[config.mk]
export PLATFORM = sky130hd
export DESIGN_NAME = display_scan_ctrl_flat
export DESIGN_NICKNAME = d
export VERILOG_FILES = /design/src/rtl/display_pkg.sv /design/src/rtl/display_scan_ctrl_if.sv /design/src/rtl/display_scan_ctrl_scan_timer.sv /design/src/rtl/display_scan_ctrl.sv /design/src/flat_wrapper.sv
export SDC_FILE = /design/constraint.sdc
export NUM_CORES = 1
export LEC_CHECK = 0
export CELL_PAD_IN_SITES_DETAIL_PLACEMENT = 0
export CELL_PAD_IN_SITES_GLOBAL_PLACEMENT = 1
export CORE_MARGIN = 5
export CORE_UTILIZATION = 45
export CTS_CLUSTER_SIZE = 28
export DETAILED_ROUTE_END_ITERATION = 8
export PLACE_DENSITY = 0.9
export SYNTH_ARGS = -nofsm -noshare
export SYNTH_HDL_FRONTEND = slang
export SYNTH_SLANG_ARGS = --single-unit
[constraint.sdc]
create_clock -name clk -period 3.48 [get_ports clk]
set_clock_uncertainty 0.15 [all_clocks]
set_input_delay 0.696 -clock clk [delete_from_list [all_inputs] [get_ports clk]]
set_output_delay 0.696 -clock clk [all_outputs]
set_load 0.01 [all_outputs]
[src/rtl/display_pkg.sv]
// Shared types and helpers for the multiplexed 7-segment scan controller.
package display_pkg;

  typedef enum logic {
    BLANK = 1'b0,
    SHOW  = 1'b1
  } scan_state_e;

  localparam int NIBBLE_W = 4;

  // The timer must hold the larger reload value; never narrower than one bit.
  function automatic int cnt_width(input int refresh_div, input int blank_cycles);
    int m;
    m = 2;
    if (refresh_div > m) m = refresh_div;
    if (blank_cycles > m) m = blank_cycles;
    return $clog2(m);
  endfunction

endpackage

[src/rtl/display_scan_ctrl_if.sv]
// Valid/ready load channel carrying one full display word (one nibble per digit).
interface display_scan_ctrl_if
  import display_pkg::*;
#(
  parameter int NUM_DIGITS = 4
);

  logic                           load_valid;
  logic [NIBBLE_W*NUM_DIGITS-1:0] load_data;
  logic                           load_ready;

  modport master (
    output load_valid,
    output load_data,
    input  load_ready
  );

  modport slave (
    input  load_valid,
    input  load_data,
    output load_ready
  );

endinterface

[src/rtl/display_scan_ctrl_scan_timer.sv]
// Loadable down-counter; tc_o is high while the count sits at zero.
module scan_timer #(
  parameter int           W         = 2,
  parameter logic [W-1:0] RESET_VAL = '0
) (
  input  logic         clk,
  input  logic         rst_n,
  input  logic         load_i,
  input  logic [W-1:0] load_val_i,
  output logic         tc_o
);

  logic [W-1:0] cnt_q, cnt_d;

  // Reload wins; otherwise count down and rest at zero.
  always_comb begin
    cnt_d = cnt_q;
    if (load_i) begin
      cnt_d = load_val_i;
    end else if (cnt_q != '0) begin
      cnt_d = cnt_q - W'(1);
    end
  end

  // Counter register.
  always_ff @(posedge clk or negedge rst_n) begin
    if (!rst_n) begin
      cnt_q <= RESET_VAL;
    end else begin
      cnt_q <= cnt_d;
    end
  end

  assign tc_o = (cnt_q == '0);

endmodule

[src/rtl/display_scan_ctrl.sv]
// Scans NUM_DIGITS common-anode digits through one shared hex decoder, with a
// blanking gap before each digit and frame-aligned commit of new display words.
// Optional leading-zero blanking is enabled by defining DISPLAY_SCAN_LZB_EN.
module display_scan_ctrl
  import display_pkg::*;
#(
  parameter int NUM_DIGITS   = 4,
  parameter int REFRESH_DIV  = 50000,
  parameter int BLANK_CYCLES = 500
) (
  input  logic                  clk,
  input  logic                  rst_n,
  display_scan_ctrl_if.slave    load_if,
  input  logic [NUM_DIGITS-1:0] digit_en,
  output logic [NIBBLE_W-1:0]   nibble_out,
  output logic [NUM_DIGITS-1:0] an_n,
  output logic                  frame_tick
);

  localparam int WORD_W = NIBBLE_W * NUM_DIGITS;
  localparam int CNT_W  = cnt_width(REFRESH_DIV, BLANK_CYCLES);
  localparam int IDX_W  = $clog2(NUM_DIGITS);

  localparam logic [CNT_W-1:0] SHOW_LOAD  = CNT_W'(REFRESH_DIV - 1);
  localparam logic [CNT_W-1:0] BLANK_LOAD = CNT_W'((BLANK_CYCLES > 0) ? BLANK_CYCLES - 1 : 0);
  localparam logic [IDX_W-1:0] LAST_IDX   = IDX_W'(NUM_DIGITS - 1);

  scan_state_e state_q, state_d;
  logic [IDX_W-1:0] idx_q, idx_d;

  logic [WORD_W-1:0] active_q, active_d;
  logic [WORD_W-1:0] pending_q, pending_d;
  logic              ready_q, ready_d;

  logic [NIBBLE_W-1:0]   nibble_q, nibble_d;
  logic [NUM_DIGITS-1:0] an_n_q, an_n_d;
  logic                  tick_q, tick_d;

  logic             tmr_load;
  logic [CNT_W-1:0] tmr_val;
  logic             tmr_tc;
  logic             frame_end;
  logic             accept;
  logic             commit;
  logic [NUM_DIGITS-1:0] lit;
`ifdef DISPLAY_SCAN_LZB_EN
  logic seen;
`endif

  // Reset value matches the BLANK reload so the first digit after reset gets a full gap.
  scan_timer #(
    .W         (CNT_W),
    .RESET_VAL (BLANK_LOAD)
  ) u_timer (
    .clk        (clk),
    .rst_n      (rst_n),
    .load_i     (tmr_load),
    .load_val_i (tmr_val),
    .tc_o       (tmr_tc)
  );

  // FSM state and digit index register.
  always_ff @(posedge clk or negedge rst_n) begin
    if (!rst_n) begin
      state_q <= BLANK;
      idx_q   <= '0;
    end else begin
      state_q <= state_d;
      idx_q   <= idx_d;
    end
  end

  // Next state: leave each phase on terminal count and reload the timer for the next one.
  always_comb begin
    state_d   = state_q;
    idx_d     = idx_q;
    tmr_load  = 1'b0;
    tmr_val   = BLANK_LOAD;
    frame_end = 1'b0;
    unique case (state_q)
      BLANK: begin
        if (tmr_tc) begin
          state_d  = SHOW;
          tmr_load = 1'b1;
          tmr_val  = SHOW_LOAD;
        end
      end
      SHOW: begin
        if (tmr_tc) begin
          tmr_load  = 1'b1;
          frame_end = (idx_q == LAST_IDX);
          idx_d     = frame_end ? '0 : idx_q + IDX_W'(1);
          if (BLANK_CYCLES == 0) begin
            state_d = SHOW;
            tmr_val = SHOW_LOAD;
          end else begin
            state_d = BLANK;
            tmr_val = BLANK_LOAD;
          end
        end
      end
      default: begin
        state_d = BLANK;
      end
    endcase
  end

  // Double buffer: accept into pending when empty, promote to active only at frame end.
  always_comb begin
    accept    = load_if.load_valid & ready_q;
    commit    = frame_end & ~ready_q;
    active_d  = commit ? pending_q : active_q;
    pending_d = accept ? load_if.load_data : pending_q;
    ready_d   = ready_q;
    if (accept) begin
      ready_d = 1'b0;
    end else if (commit) begin
      ready_d = 1'b1;
    end
  end

  // Outputs derived from next-state values so the registered outputs line up with the state.
  always_comb begin
    lit = '1;
`ifdef DISPLAY_SCAN_LZB_EN
    seen = 1'b0;
    for (int k = NUM_DIGITS - 1; k > 0; k--) begin
      seen   = seen | (active_d[k*NIBBLE_W +: NIBBLE_W] != '0);
      lit[k] = seen;
    end
`endif
    an_n_d   = '1;
    nibble_d = '0;
    for (int k = 0; k < NUM_DIGITS; k++) begin
      if (idx_d == IDX_W'(k)) begin
        nibble_d = active_d[k*NIBBLE_W +: NIBBLE_W];
        if (state_d == SHOW) begin
          an_n_d[k] = ~(digit_en[k] & lit[k]);
        end
      end
    end
    tick_d = frame_end;
  end

  // Buffer and output registers.
  always_ff @(posedge clk or negedge rst_n) begin
    if (!rst_n) begin
      active_q  <= '0;
      pending_q <= '0;
      ready_q   <= 1'b1;
      nibble_q  <= '0;
      an_n_q    <= '1;
      tick_q    <= 1'b0;
    end else begin
      active_q  <= active_d;
      pending_q <= pending_d;
      ready_q   <= ready_d;
      nibble_q  <= nibble_d;
      an_n_q    <= an_n_d;
      tick_q    <= tick_d;
    end
  end

  assign load_if.load_ready = ready_q;
  assign nibble_out         = nibble_q;
  assign an_n               = an_n_q;
  assign frame_tick         = tick_q;

endmodule

[src/flat_wrapper.sv]
// flat-port wrapper written by rule: the top's interface ports become plain ports
module display_scan_ctrl_flat import display_pkg::*;
#(
  parameter int NUM_DIGITS   = 4,
  parameter int REFRESH_DIV  = 50000,
  parameter int BLANK_CYCLES = 500
)
  (clk, rst_n, digit_en, nibble_out, an_n, frame_tick, load_if_load_valid, load_if_load_data, load_if_load_ready);
  display_scan_ctrl_if #(.NUM_DIGITS(NUM_DIGITS)) load_if_i ();
  input  logic clk;
  input  logic rst_n;
  input  logic [NUM_DIGITS-1:0] digit_en;
  output logic [NIBBLE_W-1:0] nibble_out;
  output logic [NUM_DIGITS-1:0] an_n;
  output logic frame_tick;
  input wire logic [$bits(load_if_i.load_valid)-1:0] load_if_load_valid;
  input wire logic [$bits(load_if_i.load_data)-1:0] load_if_load_data;
  output wire logic [$bits(load_if_i.load_ready)-1:0] load_if_load_ready;
  assign load_if_i.load_valid = load_if_load_valid;
  assign load_if_i.load_data = load_if_load_data;
  assign load_if_load_ready = load_if_i.load_ready;
  display_scan_ctrl #(.NUM_DIGITS(NUM_DIGITS), .REFRESH_DIV(REFRESH_DIV), .BLANK_CYCLES(BLANK_CYCLES)) u_core (.clk(clk), .rst_n(rst_n), .load_if(load_if_i), .digit_en(digit_en), .nibble_out(nibble_out), .an_n(an_n), .frame_tick(frame_tick));
endmodule
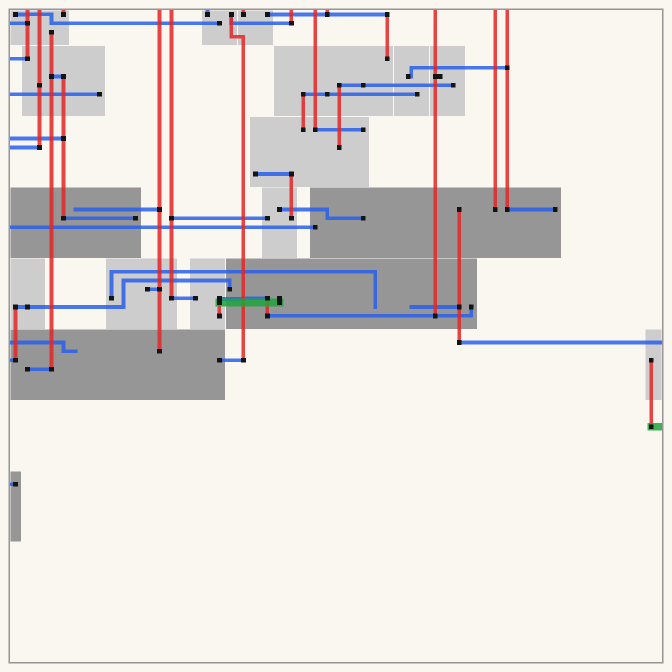
**Above:** close-up of the layout.
Window x 52 to 77, y 9 to 34 um. Cells in gray, sequential cells in the stronger gray; small squares are vias.
Blue shows metal 1. Green shows metal 3. Red shows metal 2.
12 logic cells have their middle in the window. Netlist names of flops here include u_core.u_timer.cnt_q (4). Sequential cells in the window: 4. Most frequent: dfstp_2 (4).

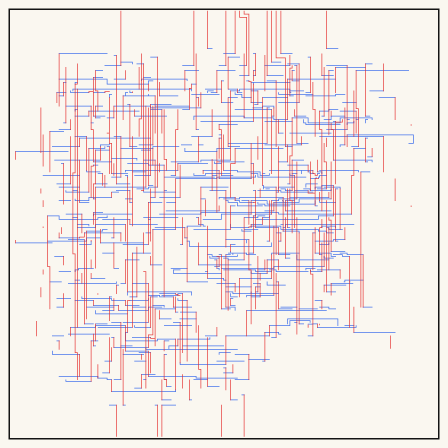
**Above:** signal wires by layer.
Two of the layers only.
Blue shows metal 1, wire length 2,040 um. Red shows metal 2, wire length 2,360 um.
DRT Wirelength: 4.63 mm
post-DR wirelength/cell: 14.7 um
DR vias: 1,577
All-Layer GR Usage: 13.9%

power groups by stage:
stage / clock (mW) / sequential [mW] / combinational (mW)
final: 0.554 / 0.711 / 0.0399
after global routing: 0.609 / 0.710 / 0.0445
after CTS: 0.571 / 0.711 / 0.0415
after detailed placement: 0 / 0.724 / 0.0413
after global placement: 0 / 0.724 / 0.0406
after floorplan: 0 / 0.724 / 0.000721
per-layer routing:
layer / share of wire (%) / vias up
met3: 4.2 / 4
li1: - / 764
met1: 44 / 784
met5: 0 / -
met4: 0.63 / 0
met2: 51 / 25
registers in the layout (all words and copies together), names as in the netlist:
signal / flops
u_core.active_q: 16
u_core.idx_q: 2
u_core.frame_tick: 1
u_core.load_if.load_ready: 1
u_core.state_q: 1
u_core.an_n: 4
u_core.nibble_out: 4
u_core.u_timer.cnt_q: 16
u_core.pending_q: 16
==> results.toml <==
# implementation run metrics
[run_status]
status = "complete, no violations"

[power]
finalPower_mw = 1.31
power_frac_seq_pct = 54.5
swShare_pct = 21.3
netSwitchingPower_uw = 278
powerDensity_nw_per_um2 = 408

[setup_path]
critPathMaxFanout = 9
crit_path_start = "u_core.u_timer.cnt_q[3]"
required_ns = 3.53
timing.rr.start = "u_core.u_timer.cnt_q[3]"
ff2ff_path_depth = 7

[placed_design]
hpwl_mm = 3.23
place_area_sq_um = 3020
gp_congestion = 0.831
dp_slack_ns = 0.824

[floorplan]
die-width_um = 86.2
dieArea_sq_um = 7420
ios = 33
core-area_sq_um = 5570

[cts]
cts.root.buffer_cell = "clkbuf_8"
htree_levels = 3
cts-resized-gates = 0
numCtsBuffers = 9
cts_tree = "done"

[sta]
fin_ws_ns = 0.815
relSlewSlack_pct = 48.9
finalCritPeriodShare_pct = 76.6

[cells_and_area]
sh_seq_area_pct = 48.2
n_all_inverters = 8
comb_cells = 122
fillerInstances = 471
buffer_area_share_pct = 10.8
comb_area_sq_um = 1020
syn2layout_area_growth_pct = 22.6
stdcell_area_sq_um = 3200
clk_share_pct = 5.55

[synth]
synth.distinct_cells = 30
ys_seq_share_pct = 59.1
ys_sh_adder_pct = 1.44
ys_seq_elements = 61
edf_count = 0
yosysMostFrequentCell = "dfrtp_1"
muxShareOfSynthArea_pct = 19.3
ys_area_sq_um = 2610
syn_nets = 221

[global_route]
grtUsageMet3_pct = 5.19
met1_usage_pct = 17.2
grt_pass1_wl_mm = 8.02
first_global_vias = 1718
antenna_found_initial = 0

[routing]
ant_nets = 0

[job]
cap_viol_max_count = 0

[min_path]
hold_path.class = "in2async"
Power figures rest on the tool's default switching activity, not on a simulated workload.
